--- src/rtl/btb_bht_1bit.sv ---
// btb_bht_1bit
//   Fetch-stage branch predictor: fully-associative branch target buffer
//   with a 1-bit direction history per entry and FIFO replacement.
//
//   Fetch side (combinational, 0-cycle):
//     PCF           current fetch PC
//     PredictedPCF  next fetch PC (hit & taken-history ? target : PCF+4)
//     BranchFlagsF  [0]=hit, [1]=predicted taken
//     BranchIndexF  index of hit entry (0 on miss)
//   EX side:
//     BranchE, BranchTakenE, PCE, BrTargetE, BranchFlagsE, BranchIndexE
//       resolved branch plus the tags it carried from fetch
//     MispredictE   combinational redirect request
//     CorrectPCE    combinational redirect target
//   Statistics:
//     BranchCount, MispredictCount  wrap at 2^32
//
//   There is no valid/ready handshake: fetch and EX sides are sampled every
//   cycle, and an EX slot takes effect only when BranchE=1. Table writes land
//   on posedge clk, so a same-cycle lookup always sees the old contents.
module btb_bht_1bit #(
  parameter int ENTRIES = 8,
  parameter int IDX_W   = 3
) (
  input  logic             clk,
  input  logic             rst_n,
  input  logic [31:0]      PCF,
  output logic [31:0]      PredictedPCF,
  output logic [1:0]       BranchFlagsF,
  output logic [IDX_W-1:0] BranchIndexF,
  input  logic             BranchE,
  input  logic             BranchTakenE,
  input  logic [31:0]      PCE,
  input  logic [31:0]      BrTargetE,
  input  logic [1:0]       BranchFlagsE,
  input  logic [IDX_W-1:0] BranchIndexE,
  output logic             MispredictE,
  output logic [31:0]      CorrectPCE,
  output logic [31:0]      BranchCount,
  output logic [31:0]      MispredictCount
);

  logic             valid_q  [ENTRIES];
  logic [31:0]      tag_q    [ENTRIES];
  logic [31:0]      target_q [ENTRIES];
  logic             hist_q   [ENTRIES];
  logic [IDX_W-1:0] alloc_ptr;

  logic             f_hit;
  logic [IDX_W-1:0] f_idx;
  logic             f_taken;
  logic             e_hit;
  logic [IDX_W-1:0] e_idx;
  logic             pred_taken_e;
  logic             upd_existing;
  logic             do_alloc;
  logic [IDX_W-1:0] upd_idx;

  // Fetch lookup. Allocation keeps tags unique, so at most one entry matches.
  always_comb begin
    f_hit = 1'b0;
    f_idx = '0;
    for (int i = 0; i < ENTRIES; i++) begin
      if (valid_q[i] && (tag_q[i] == PCF)) begin
        f_hit = 1'b1;
        f_idx = IDX_W'(i);
      end
    end
  end

  assign f_taken      = f_hit & hist_q[f_idx];
  assign BranchFlagsF = {f_taken, f_hit};
  assign BranchIndexF = f_idx;
  assign PredictedPCF = f_taken ? target_q[f_idx] : (PCF + 32'd4);

  // Second lookup on the EX PC. It catches a branch that missed at fetch but
  // was allocated by an older in-flight copy of itself, so the table never
  // holds two entries with the same tag.
  always_comb begin
    e_hit = 1'b0;
    e_idx = '0;
    for (int i = 0; i < ENTRIES; i++) begin
      if (valid_q[i] && (tag_q[i] == PCE)) begin
        e_hit = 1'b1;
        e_idx = IDX_W'(i);
      end
    end
  end

  assign pred_taken_e = BranchFlagsE[0] & BranchFlagsE[1];
  assign MispredictE  = BranchE & (pred_taken_e != BranchTakenE);
  assign CorrectPCE   = BranchTakenE ? BrTargetE : (PCE + 32'd4);

  // Hit path and the in-flight-duplicate path both rewrite an existing entry;
  // the duplicate path only arises when taken, so hist<=BranchTakenE covers both.
  assign upd_existing = BranchFlagsE[0] | (BranchTakenE & e_hit);
  assign upd_idx      = BranchFlagsE[0] ? BranchIndexE : e_idx;
  assign do_alloc     = ~BranchFlagsE[0] & BranchTakenE & ~e_hit;

  always_ff @(posedge clk or negedge rst_n) begin
    if (!rst_n) begin
      for (int i = 0; i < ENTRIES; i++) begin
        valid_q[i]  <= 1'b0;
        tag_q[i]    <= '0;
        target_q[i] <= '0;
        hist_q[i]   <= 1'b0;
      end
      alloc_ptr       <= '0;
      BranchCount     <= '0;
      MispredictCount <= '0;
    end else if (BranchE) begin
      BranchCount <= BranchCount + 32'd1;
      if (MispredictE) begin
        MispredictCount <= MispredictCount + 32'd1;
      end
      if (upd_existing) begin
        hist_q[upd_idx] <= BranchTakenE;
        if (BranchTakenE) begin
          target_q[upd_idx] <= BrTargetE;
        end
      end else if (do_alloc) begin
        // FIFO replacement: the pointer wraps naturally since ENTRIES = 2^IDX_W.
        valid_q[alloc_ptr]  <= 1'b1;
        tag_q[alloc_ptr]    <= PCE;
        target_q[alloc_ptr] <= BrTargetE;
        hist_q[alloc_ptr]   <= 1'b1;
        alloc_ptr           <= alloc_ptr + IDX_W'(1);
      end
    end
  end

endmodule

--- config.mk ---
export PLATFORM = sky130hd
export DESIGN_NAME = btb_bht_1bit
export DESIGN_NICKNAME = d
export VERILOG_FILES = /design/src/rtl/btb_bht_1bit.sv
export SDC_FILE = /design/constraint.sdc
export NUM_CORES = 2
export LEC_CHECK = 0
export CAP_MARGIN = 40
export CORE_MARGIN = 4
export CORE_UTILIZATION = 29
export CTS_CLUSTER_SIZE = 14
export DETAILED_ROUTE_END_ITERATION = 12
export SYNTH_ARGS = -nofsm -noshare
export SYNTH_HDL_FRONTEND = slang
export SYNTH_SLANG_ARGS = --single-unit
--- constraint.sdc ---
create_clock -name clk -period 6.64 [get_ports clk]
set_input_delay 1.992 -clock clk [delete_from_list [all_inputs] [get_ports clk]]
set_output_delay 1.992 -clock clk [all_outputs]
set_load 0.02 [all_outputs]
### Nets reached from selected ports

The bar under the picture is 100 um long.
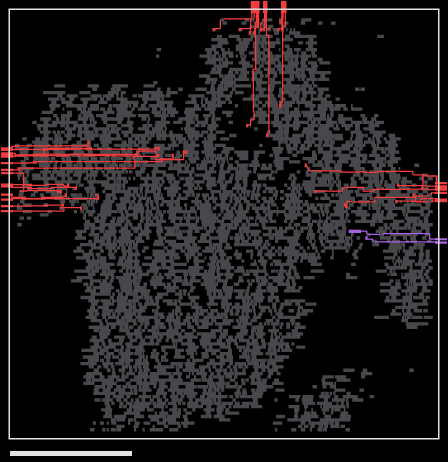
| port | colour | bits | direction | edge | end cells | buffers | wire |
|---|---|---|---|---|---|---|---|
| `CorrectPCE` | red | 32 | output | 14 left, 11 top, 7 right | 32 | 44 | 2150 um |
| `BranchFlagsF` | purple | 2 | output | right | 2 | 3 | 133 um |
Buffers on Ports: 238
io pins: 239

### Cell area per tile

The bar under the picture is 100 um long. The die is cut into 35 by 35 equal tiles; black is low, pale yellow is high, 0 to 100% covered.
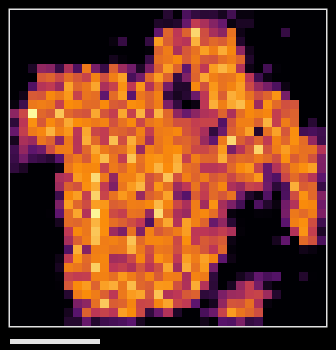
mean over tiles: 37%
nearly empty tiles: 31%
emptiest ninth of the die: lower right
core area: 117000 um2
Finished Core Util: 0.412

### Cell classes on the final placement

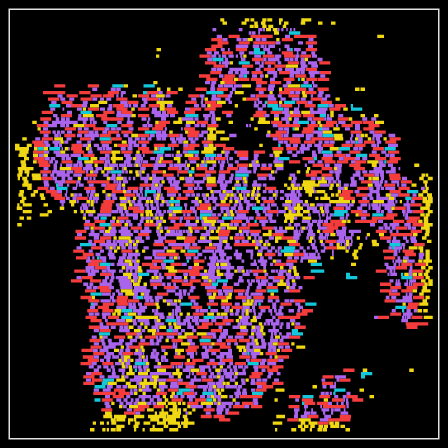
| class | colour | cells |
|---|---|---|
| clock drivers and dummy loads | cyan | 129 |
| flip-flops | red | 595 |
| all other logic | purple | 2236 |
| other buffers and delay cells | yellow | 857 |
Final Instance Area: 48200 um2
row count: 125
Seq/total area: 0.309

### Congestion heat map

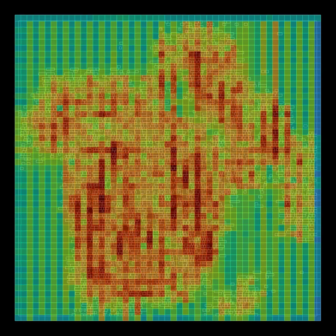
GRT Total Usage: 0.216
WL/cell: 26.0 um
GRT met1 Usage: 0.289
layer with the highest usage: met2

==> impl_metrics.tcl <==
# place-and-route summary
set metrics [dict create \
    numCtsBuffers 74 \
    critPathArrivalTime_ps 5480 \
    ys_chip_area_um2 34300 \
    post-cts-setup-buffers 103 \
    diodes 3 \
    drc 0 \
    start_kind "input pin" \
    cp.depth 18 \
    outcome "finished, violations left" \
    stdcell_count 5344 \
    fmax_mhz 134 \
    ys_seq_share 0.433 \
    p_comb_frac 0.346 \
    top_logic_kind "multiplexers" \
    clk_root_buffer_cell "clkbuf_16" \
    place_area_um2 42300 \
    required_ps 4650 \
    biggestRegsByFlops "tag_q x256, target_q x256" \
    synth_area_um2 34300 \
    flop-count 595 \
    crit_top_cell "buf_6" \
    peakVddDrop_uv 221 \
    ys_sh_xor 0.162 \
    tns_ps -23910 \
    period_used_share 1.12 \
    comb_power_mw 5.63 \
    combGateArea_um2 20100 \
    nClkBuffers 108 \
    min_period_ps 7470 \
    reg2reg_from "tag_q[21]$_DFFE_PN0P_" \
    violations "setup timing" \
    die_h_um 352 \
    cts_hold_buf 0 \
    worst_setup_path_end_kind "primary output" \
    biggestCellCategory "logic gates" \
    fp_util 0.294 \
    layout.nets 3874 \
    clockPowerShare 0.254 \
    slowest_delay_ps 530 \
    syn_nets 3168 \
    inv_count 12 \
    top_cell_area_share 0.433 \
    setup_viol 33 \
    crit_path_cell_trace "buf_4 > buf_6 > buf_12 > xnor2_1 > nand4b_1 > nor4_2 > nand4b_1 > buf_6 > o211ai_4 > a31oi_4 > buf_12 > buf_6 > buf_6 > and4b_1 > or4_4 > nor2_4 > mux2_4 > buf_6" \
    cts_tree "built" \
    dp_hpwl_um 96500 \
    post_cts_resized 554 \
    critPathBufInv 8 \
    p_leak_nw 21.3 \
    syn-instance-count 3058 \
    overflow 0 \
    nFillCells 10900 \
    seq-power_mw 6.51 \
    drive_gt1_frac 0.372 \
    critPathMaxFanout 6 \
    grt_use_met2 0.331 \
    simple_gate_area_frac 0.154 \
    setup_slack_ps -828 \
    most_common_cell "dfrtp_1" \
    synth.cells.most_frequent "dfrtp_1 (595), mux2_2 (345), xor2_1 (342)" \
    grt_max_degree 127 \
    routed_wl_um 139000 \
    vias_per_cell 5.28 \
    syn_area_per_cell_um2 11.2 \
    synthTopCellsByArea "dfrtp_1 (43%), mux2_2 (11%), xor2_1 (8.7%)" \
    cp_slowest_cell "or4_4" \
    drt_pass1_iterations 5 \
    power_switching_mw 5.51 \
    area_delta_synth_final_pct 40.3 \
    clk_pin_slew_ps 60 \
    power_mw 16.3 \
    top_layer_used "met5" \
    slew_headroom 0.453 \
    seq_area_um2 14900 \
    ys_sh_adder 0.00182 \
    internal_power_mw 10.8 \
    clk_path_buf_depth 3 \
    buffers 857 \
    yosysWarnings 0 \
    dp_slack_ps -1720 \
    mux_share 0.188 \
    synth-edff-count 0 \
    tightest_slew_ps 821 \
    async_flop_share 1.00 \
    tool_warnings 33 \
    met3_usage 0.0487 \
    synth_stat.cells 3058 \
    drt_iter0_markers 2539 \
    reg2reg_to "target_q[197]$_DFFE_PN0P_" \
    cp-endpoint "PredictedPCF[13]" \
    critical_path.startpoint "PCF[9]" \
    met1_length_um 59200 \
    p_per_area_nw_per_um2 338 \
    antenna_found_initial 6 \
    mostFrequentLayoutCell "dfrtp_1" \
    reg2regPathDepth 11 \
    top_area_cell "dfrtp_1" \
    drtAntennaViolNets 0 \
    finalHoldViolations 0 \
    vias 28200 \
    swShare 0.339 \
    critical_path_class "input pin to primary output" \
    grt_pass1_wl_um 197000 \
    final_cell_mix "dfrtp_1 (595), buf_4 (448), mux2_2 (343)" \
    whs_ps 472 \
    ys_types 72 \
    hp-class "flop to flop" \
    synth-compound-area-share 0.0265 \
    place_inst 5076 \
    maxSlewViolCount 0 \
    rsz0062_at_grt "true" \
    met2_length_um 61800 \
    ys_ff 595 \
    logic_gate_count 2224 \
    htreeDepth 3 \
    critPathTopFamily "simple AND/OR/NAND/NOR gates" \
    die_x_um 352 \
    p_clk_mw 4.13 \
    bufAreaShareNonClock 0.182 \
    fin_skew_ps 35.1 \
    grt_pass1_vias 27800 \
    top_power_group "sequential cells" \
    clkCellAreaFrac 0.0507 \
    gp_congestion 0.968 \
    tap-cell-count 1524 \
    p_seq_frac 0.400 \
    flop_cell "dfrtp_1" \
    clkSinkCount 595 \
    dr_wl_met3_um 10800 \
    die_area_um2 124000 \
]
how the worst min path moves through the flow:
stage | start | end | slack (ps) | cells after the start
floorplan | target_q[100]$_DFFE_PN0P_ | target_q[100]$_DFFE_PN0P_ | 460 | 1
global placement | MispredictCount[31]$_DFFE_PN0P_ | MispredictCount[31]$_DFFE_PN0P_ | 460 | 1
detailed placement | MispredictCount[31]$_DFFE_PN0P_ | MispredictCount[31]$_DFFE_PN0P_ | 460 | 1
CTS | MispredictCount[31]$_DFFE_PN0P_ | MispredictCount[31]$_DFFE_PN0P_ | 470 | 1
global route | target_q[187]$_DFFE_PN0P_ | target_q[187]$_DFFE_PN0P_ | 490 | 1
finish | MispredictCount[31]$_DFFE_PN0P_ | MispredictCount[31]$_DFFE_PN0P_ | 470 | 1
